===== src/rtl/uart_rx_fifo_if.sv =====
// CPU-side bus of the UART receive FIFO: pop/enable/clear strobes in,
// head byte, fill level, interrupt and sticky error flags out.
interface uart_rx_fifo_if #(
  parameter int FIFO_AW = 2
);
  logic               rd_en;
  logic               irq_en;
  logic               err_clr;
  logic [7:0]         rd_data;
  logic [FIFO_AW:0]   count;
  logic               int0;
  logic               overrun;
  logic               frame_err;

  modport master (
    output rd_en, irq_en, err_clr,
    input  rd_data, count, int0, overrun, frame_err
  );

  modport slave (
    input  rd_en, irq_en, err_clr,
    output rd_data, count, int0, overrun, frame_err
  );
endinterface


===== src/rtl/uart_rx_fifo.sv =====
// 8N1 serial receiver feeding a small show-ahead FIFO with level interrupt
// and sticky overrun / framing-error flags.
module uart_rx_fifo #(
  parameter int CLKS_PER_BIT = 4,
  parameter int FIFO_AW      = 2
) (
  input  logic         clk,
  input  logic         rst,
  input  logic         uart_in,
  uart_rx_fifo_if.slave bus
);

  typedef enum logic [2:0] {
    ST_IDLE,
    ST_START,
    ST_DATA,
    ST_STOP,
    ST_WAIT_HIGH
  } state_t;

  localparam int               CW        = $clog2(CLKS_PER_BIT);
  localparam int               DEPTH_I   = 1 << FIFO_AW;
  localparam logic [CW-1:0]    LAST      = CW'(CLKS_PER_BIT - 1);
  localparam logic [CW-1:0]    HALF_LAST = CW'(CLKS_PER_BIT / 2 - 1);
  localparam logic [FIFO_AW:0] DEPTH     = {1'b1, {FIFO_AW{1'b0}}};

  logic                 sync1_reg;
  logic                 rxs_reg;
  state_t               state_reg;
  state_t               state_next;
  logic [CW-1:0]        sample_cnt_reg;
  logic [2:0]           bit_cnt_reg;
  logic [7:0]           shift_reg;
  logic                 half_tick;
  logic                 bit_tick;
  logic                 push;
  logic                 frame_set;

  logic [7:0]           mem [DEPTH_I];
  logic [FIFO_AW-1:0]   wr_ptr_reg;
  logic [FIFO_AW-1:0]   rd_ptr_reg;
  logic [FIFO_AW:0]     count_reg;
  logic                 overrun_reg;
  logic                 frame_err_reg;
  logic                 pop_ok;
  logic                 do_write;
  logic                 full;

  // Two-flop synchroniser; both flops reset to the idle (high) line level.
  always_ff @(posedge clk) begin
    if (rst) begin
      sync1_reg <= 1'b1;
      rxs_reg   <= 1'b1;
    end else begin
      sync1_reg <= uart_in;
      rxs_reg   <= sync1_reg;
    end
  end

  assign half_tick = (sample_cnt_reg == HALF_LAST);
  assign bit_tick  = (sample_cnt_reg == LAST);

  always_ff @(posedge clk) begin
    if (rst) state_reg <= ST_IDLE;
    else     state_reg <= state_next;
  end

  always_comb begin
    state_next = state_reg;
    case (state_reg)
      ST_IDLE:      if (!rxs_reg) state_next = ST_START;
      ST_START:     if (half_tick) state_next = rxs_reg ? ST_IDLE : ST_DATA;
      ST_DATA:      if (bit_tick && bit_cnt_reg == 3'd7) state_next = ST_STOP;
      ST_STOP:      if (bit_tick) state_next = rxs_reg ? ST_IDLE : ST_WAIT_HIGH;
      ST_WAIT_HIGH: if (rxs_reg) state_next = ST_IDLE;
      default:      state_next = ST_IDLE;
    endcase
  end

  always_comb begin
    push      = 1'b0;
    frame_set = 1'b0;
    if (state_reg == ST_STOP && bit_tick) begin
      push      = rxs_reg;
      frame_set = !rxs_reg;
    end
  end

  // Sample counter restarts on every state change and every full bit period.
  always_ff @(posedge clk) begin
    if (rst) begin
      sample_cnt_reg <= '0;
      bit_cnt_reg    <= '0;
      shift_reg      <= '0;
    end else begin
      if (state_reg == ST_IDLE || state_reg == ST_WAIT_HIGH ||
          state_next != state_reg || bit_tick)
        sample_cnt_reg <= '0;
      else
        sample_cnt_reg <= sample_cnt_reg + 1'b1;

      if (state_reg == ST_DATA) begin
        if (bit_tick) begin
          shift_reg[bit_cnt_reg] <= rxs_reg;
          bit_cnt_reg            <= bit_cnt_reg + 1'b1;
        end
      end else begin
        bit_cnt_reg <= '0;
      end
    end
  end

  // A pop frees a slot in the same cycle, so a full FIFO still accepts a push.
  assign full     = (count_reg == DEPTH);
  assign pop_ok   = bus.rd_en && (count_reg != '0);
  assign do_write = push && (!full || pop_ok);

  always_ff @(posedge clk) begin
    if (do_write) mem[wr_ptr_reg] <= shift_reg;
  end

  always_ff @(posedge clk) begin
    if (rst) begin
      wr_ptr_reg    <= '0;
      rd_ptr_reg    <= '0;
      count_reg     <= '0;
      overrun_reg   <= 1'b0;
      frame_err_reg <= 1'b0;
    end else begin
      if (do_write) wr_ptr_reg <= wr_ptr_reg + 1'b1;
      if (pop_ok)   rd_ptr_reg <= rd_ptr_reg + 1'b1;
      count_reg <= count_reg + {{FIFO_AW{1'b0}}, do_write}
                             - {{FIFO_AW{1'b0}}, pop_ok};

      if (push && full && !pop_ok) overrun_reg <= 1'b1;
      else if (bus.err_clr)        overrun_reg <= 1'b0;

      if (frame_set)          frame_err_reg <= 1'b1;
      else if (bus.err_clr)   frame_err_reg <= 1'b0;
    end
  end

  assign bus.rd_data   = (count_reg != '0) ? mem[rd_ptr_reg] : 8'h00;
  assign bus.count     = count_reg;
  assign bus.int0      = bus.irq_en && (count_reg != '0);
  assign bus.overrun   = overrun_reg;
  assign bus.frame_err = frame_err_reg;

endmodule


===== src/flat_wrapper.sv =====
// flat-port wrapper written by rule: the top's interface ports become plain ports
module uart_rx_fifo_flat 
#(
  parameter int CLKS_PER_BIT = 4,
  parameter int FIFO_AW      = 2
)
  (clk, rst, uart_in, bus_rd_en, bus_irq_en, bus_err_clr, bus_rd_data, bus_count, bus_int0, bus_overrun, bus_frame_err);
  uart_rx_fifo_if #(.FIFO_AW(FIFO_AW)) bus_i ();
  input  logic clk;
  input  logic rst;
  input  logic uart_in;
  input wire logic [$bits(bus_i.rd_en)-1:0] bus_rd_en;
  input wire logic [$bits(bus_i.irq_en)-1:0] bus_irq_en;
  input wire logic [$bits(bus_i.err_clr)-1:0] bus_err_clr;
  output wire logic [$bits(bus_i.rd_data)-1:0] bus_rd_data;
  output wire logic [$bits(bus_i.count)-1:0] bus_count;
  output wire logic [$bits(bus_i.int0)-1:0] bus_int0;
  output wire logic [$bits(bus_i.overrun)-1:0] bus_overrun;
  output wire logic [$bits(bus_i.frame_err)-1:0] bus_frame_err;
  assign bus_i.rd_en = bus_rd_en;
  assign bus_i.irq_en = bus_irq_en;
  assign bus_i.err_clr = bus_err_clr;
  assign bus_rd_data = bus_i.rd_data;
  assign bus_count = bus_i.count;
  assign bus_int0 = bus_i.int0;
  assign bus_overrun = bus_i.overrun;
  assign bus_frame_err = bus_i.frame_err;
  uart_rx_fifo #(.CLKS_PER_BIT(CLKS_PER_BIT), .FIFO_AW(FIFO_AW)) u_core (.clk(clk), .rst(rst), .uart_in(uart_in), .bus(bus_i));
endmodule

===== config.mk =====
export PLATFORM = sky130hd
export DESIGN_NAME = uart_rx_fifo_flat
export DESIGN_NICKNAME = d
export VERILOG_FILES = /design/src/rtl/uart_rx_fifo_if.sv /design/src/rtl/uart_rx_fifo.sv /design/src/flat_wrapper.sv
export SDC_FILE = /design/constraint.sdc
export NUM_CORES = 1
export LEC_CHECK = 0
export CORE_MARGIN = 3
export CORE_UTILIZATION = 55
export DETAILED_ROUTE_END_ITERATION = 8
export MAX_ROUTING_LAYER = met4
export PLACE_DENSITY_LB_ADDON = 0.05
export SLEW_MARGIN = 10
export SYNTH_ARGS = -nofsm -noshare
export SYNTH_HDL_FRONTEND = slang
export SYNTH_SLANG_ARGS = --single-unit

===== constraint.sdc =====
create_clock -name clk -period 5.5 [get_ports clk]
set_input_delay 0.55 -clock clk [delete_from_list [all_inputs] [get_ports clk]]
set_output_delay 0.55 -clock clk [all_outputs]
set_load 0.05 [all_outputs]

**Register map, names as in the netlist**

(6 px per um)
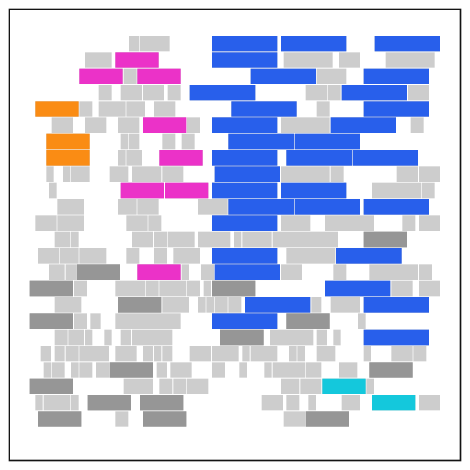
orange -> `u_core.bit_cnt_reg`  # placed flops 3
cyan -> `u_core.rd_ptr_reg`  # placed flops 2
magenta -> `u_core.shift_reg`  # placed flops 8
blue -> `u_core.mem`  # placed flops 32
sequential fraction of total cell area: 0.509
Finished Core Util: 0.677
P_seq: 0.000534 W

**Clock wires, drivers and flops**

(8 px per um)
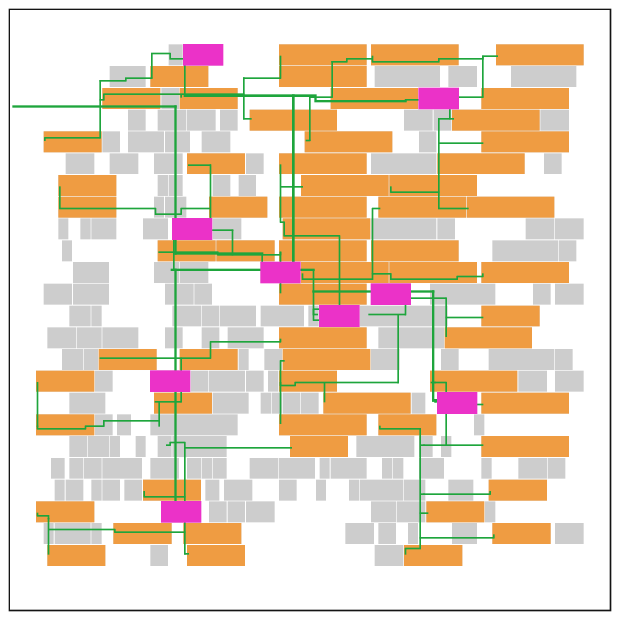
magenta -> clock drivers  # count 9
orange -> flip-flops  # count 61
green -> clock wires  # length 717 um
routed clock nets = 10
Clk pwr share: 0.317
Setup Skew: 4.45 ps
Clk. pwr: 0.000415 W

==> impl_metrics.yaml <==
# yosys + openroad results
clock_network:
  clkTransAtPathRegs_ps: 60
place:
  post-place-ws_ps: 2760
  dp_cells: 255
  hpwl_um: 2940
final_timing:
  rsz0062_at_grt: "false"
  finalSetupTns_ps: 0
logic_synthesis:
  syn_avg_cell_area_um2: 13.5
  syn_inst: 194
  synth_area_mm2: 0.00262
  edf_count: 32
  syn_nets: 211
critical_path:
  cp_num_buf_inv: 1
  required_ps: 4950
  critical_path_depth: 3
  r2r_start: "u_core.sample_cnt_reg[0]$_SDFF_PP0_"
layout:
  n_all_buffers: 19
  largest_reg_flops: 32
  drive_above_1_share: 0.137
die:
  taps: 52
  ios: 20
grt:
  grt_overflow_total: 0
status:
  status: "finished clean"
drt:
  maxUsedRoutingLayer: "met4"
  wl_per_cell_um: 16.0
**Congestion heat map**

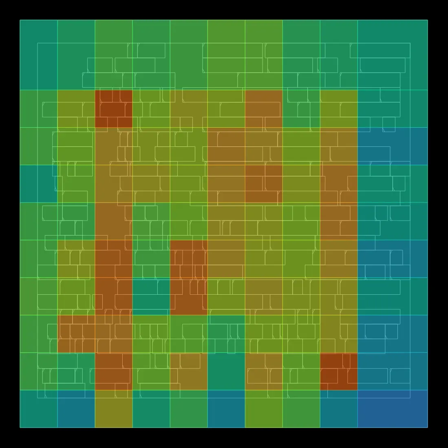
met2 usage: 0.281
Total Routing Usage GR: 0.180
GR Util met3: 0.0521
met1 Usage GRT: 0.217
layer carrying the most global-route usage: met2

[layout by cell type, fill, tap and decap left out, drive strengths merged, types with 4 or more instances in the layout]
cell type,n
edfxtp,32
dfxtp,29
clkdlybuf4s50,19
nor2,14
nor2b,13
nand2b,12
mux2i,11
inv,10
ha,10
clkbuf,10
mux4,8
and2,5
nor3,4
clkinv,4
[cell families after synthesis]
group	synth area share
buf+inv	0.0325
fa+ha+maj	0.0555
compound gates	0.0244
xor+xnor	0.0134
mux	0.117
simple gates	0.168
flops	0.589
[where the power goes]
group / switching [W] / total, W / internal [W]
Combinational: 0.000221 / 0.000359 / 0.000138
Clock: 0.000164 / 0.000415 / 0.000250
Sequential: 0.0000391 / 0.000534 / 0.000495
Total: 0.000424 / 0.00131 / 0.000883
No activity file was given, so power comes from the tool's default toggle rates.
